`config.mk`:
```
export PLATFORM = sky130hd
export DESIGN_NAME = rf_alu_seq
export DESIGN_NICKNAME = d
export VERILOG_FILES = /design/src/rtl/rf_alu_seq.sv
export SDC_FILE = /design/constraint.sdc
export NUM_CORES = 1
export LEC_CHECK = 0
export CAP_MARGIN = 20
export CORE_MARGIN = 2
export CORE_UTILIZATION = 50
export CTS_BUF_LIST = sky130_fd_sc_hd__clkbuf_2 sky130_fd_sc_hd__clkbuf_4 sky130_fd_sc_hd__clkbuf_8
export CTS_CLUSTER_SIZE = 10
export DETAILED_ROUTE_END_ITERATION = 7
export GPL_TIMING_DRIVEN = 1
export PLACE_DENSITY = 0.79
export SLEW_MARGIN = 20
export SYNTH_ARGS = -nofsm -noshare
export SYNTH_HDL_FRONTEND = slang
export SYNTH_SLANG_ARGS = --single-unit
```
`constraint.sdc`:
```
create_clock -name clk -period 5.3 [get_ports clk]
set_input_delay 1.06 -clock clk [delete_from_list [all_inputs] [get_ports clk]]
set_output_delay 1.06 -clock clk [all_outputs]
set_load 0.05 [all_outputs]
```
`src/rtl/rf_alu_seq.sv`:
```
// ---------------------------------------------------------------------------
// rf_alu_seq
//
// Sequencer that executes one register-file ALU command at a time against an
// external single-port register file with a one-cycle registered read.
//
// ALU commands (ADD/SUB/AND) walk IDLE -> RD1 -> RD2 -> CAP -> WB -> IDLE:
//   RD1 presents rs1, RD2 presents rs2 and captures A, CAP captures B,
//   WB writes the result to rd. LOADI goes straight IDLE -> WB.
//
// Parameters
//   DW : operand / immediate / RF data width
//   AW : RF address width
//
// Ports
//   clk, rst              clock, asynchronous active-high reset
//   cmd_valid/cmd_ready   command handshake (ready only in IDLE)
//   cmd_op                00 ADD, 01 SUB, 10 AND, 11 LOADI
//   cmd_rd/rs1/rs2        destination / source register indices
//   cmd_imm               immediate for LOADI
//   rf_wen/rf_ren         RF write enable / read request
//   rf_addr, rf_wdata     RF address and write data
//   rf_rdata              RF read data, valid one cycle after a read address
//   done                  one-cycle pulse during the write-back cycle
//   result                last written-back value
// ---------------------------------------------------------------------------
module rf_alu_seq #(
    parameter int DW = 32,
    parameter int AW = 2
) (
    input  logic          clk,
    input  logic          rst,
    input  logic          cmd_valid,
    output logic          cmd_ready,
    input  logic [1:0]    cmd_op,
    input  logic [AW-1:0] cmd_rd,
    input  logic [AW-1:0] cmd_rs1,
    input  logic [AW-1:0] cmd_rs2,
    input  logic [DW-1:0] cmd_imm,
    output logic          rf_wen,
    output logic          rf_ren,
    output logic [AW-1:0] rf_addr,
    output logic [DW-1:0] rf_wdata,
    input  logic [DW-1:0] rf_rdata,
    output logic          done,
    output logic [DW-1:0] result
);

    typedef enum logic [2:0] {
        IDLE = 3'd0,
        RD1  = 3'd1,
        RD2  = 3'd2,
        CAP  = 3'd3,
        WB   = 3'd4
    } state_t;

    localparam logic [1:0] OP_ADD   = 2'b00;
    localparam logic [1:0] OP_SUB   = 2'b01;
    localparam logic [1:0] OP_AND   = 2'b10;
    localparam logic [1:0] OP_LOADI = 2'b11;

    state_t        state_q,  state_d;
    logic [1:0]    op_q,     op_d;
    logic [AW-1:0] rd_q,     rd_d;
    logic [AW-1:0] rs1_q,    rs1_d;
    logic [AW-1:0] rs2_q,    rs2_d;
    logic [DW-1:0] imm_q,    imm_d;
    logic [DW-1:0] opa_q,    opa_d;
    logic [DW-1:0] opb_q,    opb_d;
    logic [DW-1:0] result_q, result_d;

    logic [DW-1:0] alu_val;

    // ------------------------------------------------------------------
    // State and datapath registers
    // ------------------------------------------------------------------
    always_ff @(posedge clk or posedge rst) begin
        if (rst) begin
            state_q  <= IDLE;
            op_q     <= '0;
            rd_q     <= '0;
            rs1_q    <= '0;
            rs2_q    <= '0;
            imm_q    <= '0;
            opa_q    <= '0;
            opb_q    <= '0;
            result_q <= '0;
        end else begin
            state_q  <= state_d;
            op_q     <= op_d;
            rd_q     <= rd_d;
            rs1_q    <= rs1_d;
            rs2_q    <= rs2_d;
            imm_q    <= imm_d;
            opa_q    <= opa_d;
            opb_q    <= opb_d;
            result_q <= result_d;
        end
    end

    // ------------------------------------------------------------------
    // Result of the latched command. Only meaningful in WB; operands are
    // the registered copies, so the value is stable for the whole cycle.
    // ------------------------------------------------------------------
    always_comb begin
        alu_val = '0;
        case (op_q)
            OP_ADD:   alu_val = opa_q + opb_q;
            OP_SUB:   alu_val = opa_q - opb_q;
            OP_AND:   alu_val = opa_q & opb_q;
            OP_LOADI: alu_val = imm_q;
            default:  alu_val = '0;
        endcase
    end

    // ------------------------------------------------------------------
    // Next-state and register updates
    // ------------------------------------------------------------------
    always_comb begin
        state_d  = state_q;
        op_d     = op_q;
        rd_d     = rd_q;
        rs1_d    = rs1_q;
        rs2_d    = rs2_q;
        imm_d    = imm_q;
        opa_d    = opa_q;
        opb_d    = opb_q;
        result_d = result_q;

        case (state_q)
            IDLE: begin
                // cmd_ready is high only here, so cmd_valid alone is the
                // handshake condition in this state.
                if (cmd_valid) begin
                    op_d    = cmd_op;
                    rd_d    = cmd_rd;
                    rs1_d   = cmd_rs1;
                    rs2_d   = cmd_rs2;
                    imm_d   = cmd_imm;
                    state_d = (cmd_op == OP_LOADI) ? WB : RD1;
                end
            end
            RD1: begin
                state_d = RD2;
            end
            RD2: begin
                // Data for the rs1 address presented in RD1 arrives now.
                opa_d   = rf_rdata;
                state_d = CAP;
            end
            CAP: begin
                // Data for the rs2 address presented in RD2 arrives now.
                opb_d   = rf_rdata;
                state_d = WB;
            end
            WB: begin
                result_d = alu_val;
                state_d  = IDLE;
            end
            default: begin
                state_d = IDLE;
            end
        endcase
    end

    // ------------------------------------------------------------------
    // Outputs decoded from the current state. Both reads finish before the
    // write in WB, so rd aliasing rs1/rs2 needs no special handling.
    // ------------------------------------------------------------------
    always_comb begin
        cmd_ready = 1'b0;
        rf_wen    = 1'b0;
        rf_ren    = 1'b0;
        rf_addr   = '0;
        rf_wdata  = '0;
        done      = 1'b0;

        case (state_q)
            IDLE: begin
                cmd_ready = 1'b1;
            end
            RD1: begin
                rf_ren  = 1'b1;
                rf_addr = rs1_q;
            end
            RD2: begin
                rf_ren  = 1'b1;
                rf_addr = rs2_q;
            end
            CAP: begin
                // Idle RF cycle: only waiting for the rs2 read data.
            end
            WB: begin
                rf_wen   = 1'b1;
                rf_addr  = rd_q;
                rf_wdata = alu_val;
                done     = 1'b1;
            end
            default: begin
            end
        endcase
    end

    assign result = result_q;

endmodule

```
Figure 1. Placement by cell class.
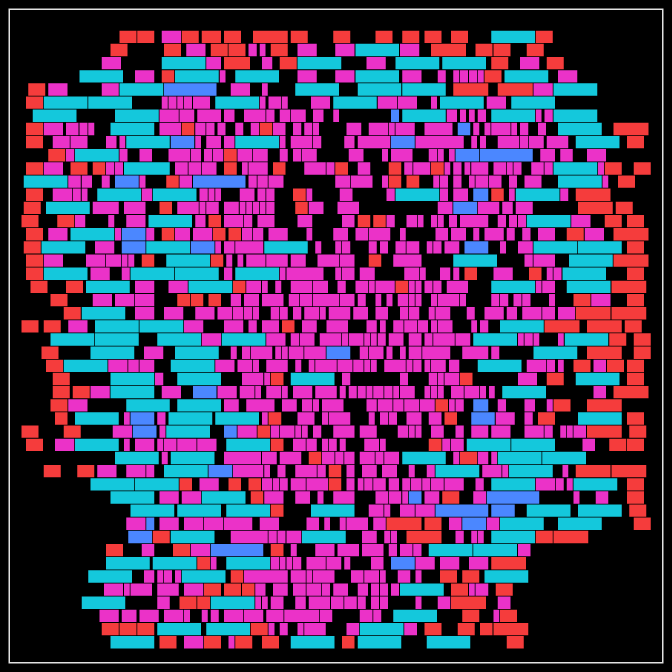
[clock drivers and dummy loads] blue | cells: 32 | share of their area: 4.3%
[combinational and other logic] magenta | cells: 710 | share of their area: 46%
[sequential cells] cyan | cells: 139 | share of their area: 31%
[remaining buffers and delay cells] red | cells: 199 | share of their area: 19%
finished layout cell area: 11600 um^2
# rows: 47
flop share of the area: 30.0%

Figure 2. Routed clock nets over the placement.
Scale bar: 50 um.
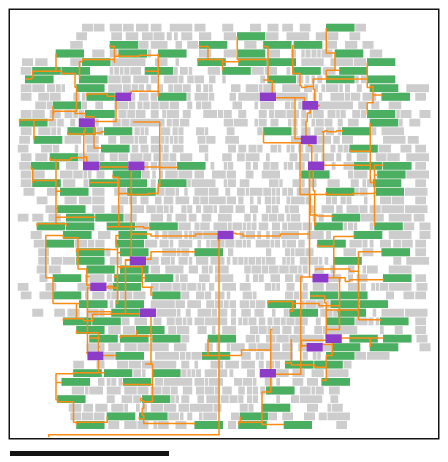
[flip-flops] green | count: 139
[clock drivers] purple | count: 17
[clock wires] orange | length: 1840 um
routed clock nets: 18
worst-skew pair later-pin latency: 0.46 ns
Clock Skews: 0.0128 ns

==> out/qor.txt <==
Run status -> finished, violations left
Failing checks -> setup timing
Post-synth EDFFs -> 0
Non-clk bufs -> 199
WHS Endpoint -> result[11]$_DFFE_PP0P_
Yosys simple share -> 14.4%
DRC violations left -> 0
CTS tree -> done
Worst setup startpoint -> opb_q[5]$_DFFE_PP0P_
Largest class -> logic gates
Worst Path Buf+Inv -> 2
Total track usage -> 28.1%
CP max-delay cell -> dfrtp_1
Clock root cell -> clkbuf_8
Post-CTS Setup Inserts -> 5
PnR worst setup slack -> -0.0527 ns
Reg2reg setup slack -> 1.25 ns
Reg area -> 3480 um^2
Ao+oa area frac -> 17.5%
# setup viols final -> 2
Slowest Stage Delay on Critical Path -> 0.42 ns
Post-synth top area cell -> dfrtp_1
First-pass GRT wire length -> 39900 um
Top delay family on crit path -> simple AND/OR/NAND/NOR gates
Finished Core Util -> 69.6%
GRT Residual Overflow -> 0
Ys Warns -> 0
Crit Path Max Fanout -> 3
Initial DRC count -> 755
Clock-cell share -> 4.24%
Post-DP Area -> 10700 um^2
Vias in the first global route -> 7448
IO Pins -> 145
H-Tree Depth -> 4
1st-pass router iterations -> 5
Figure 3. Logic cells by family.
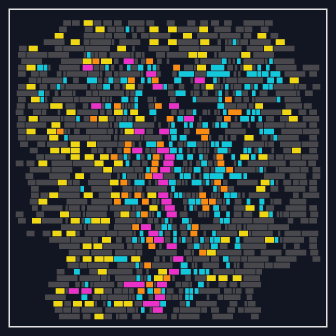
[xor and xnor cells] orange | cells: 49 | most used: xnor2_1
[fa/ha/maj cells] magenta | cells: 34 | most used: ha_1 | where: a column down the middle
[aoi and oai cells] cyan | cells: 193 | most used: a21oi_1
[mux cells] yellow | cells: 107 | most used: mux2_2 | where: all over the die
non-filler cells, final: 1300
Comb/total area: 44.5%
dominant logic cell type in the layout: dfrtp_1

[per-layer routing]
| metal | GRT usage (%) | up-vias | part of all wire, % | wire length, um |
|---|---|---|---|---|
| met5 | 0 | - | 0 | 0 |
| met4 | 9.59 | 0 | 1.9 | 496 |
| met3 | 5.22 | 56 | 8.0 | 2040 |
| met2 | 40.4 | 391 | 44 | 11200 |
| met1 | 42.4 | 3738 | 46 | 11700 |
| li1 | - | 3578 | - | - |
[Yosys cell counts (all sizes together) (8+ instances only)]
cell / count
nand3: 11
nor2b: 10
a21o: 20
nor3: 23
inv: 18
nor2: 77
o21a: 9
clkbuf: 39
mux2: 102
nor4: 8
dfrtp: 139
a211oi: 10
nand2: 94
ha: 33
nand4: 10
o21ai: 50
a21oi: 78
xnor2: 34
xor2: 15
o211ai: 12
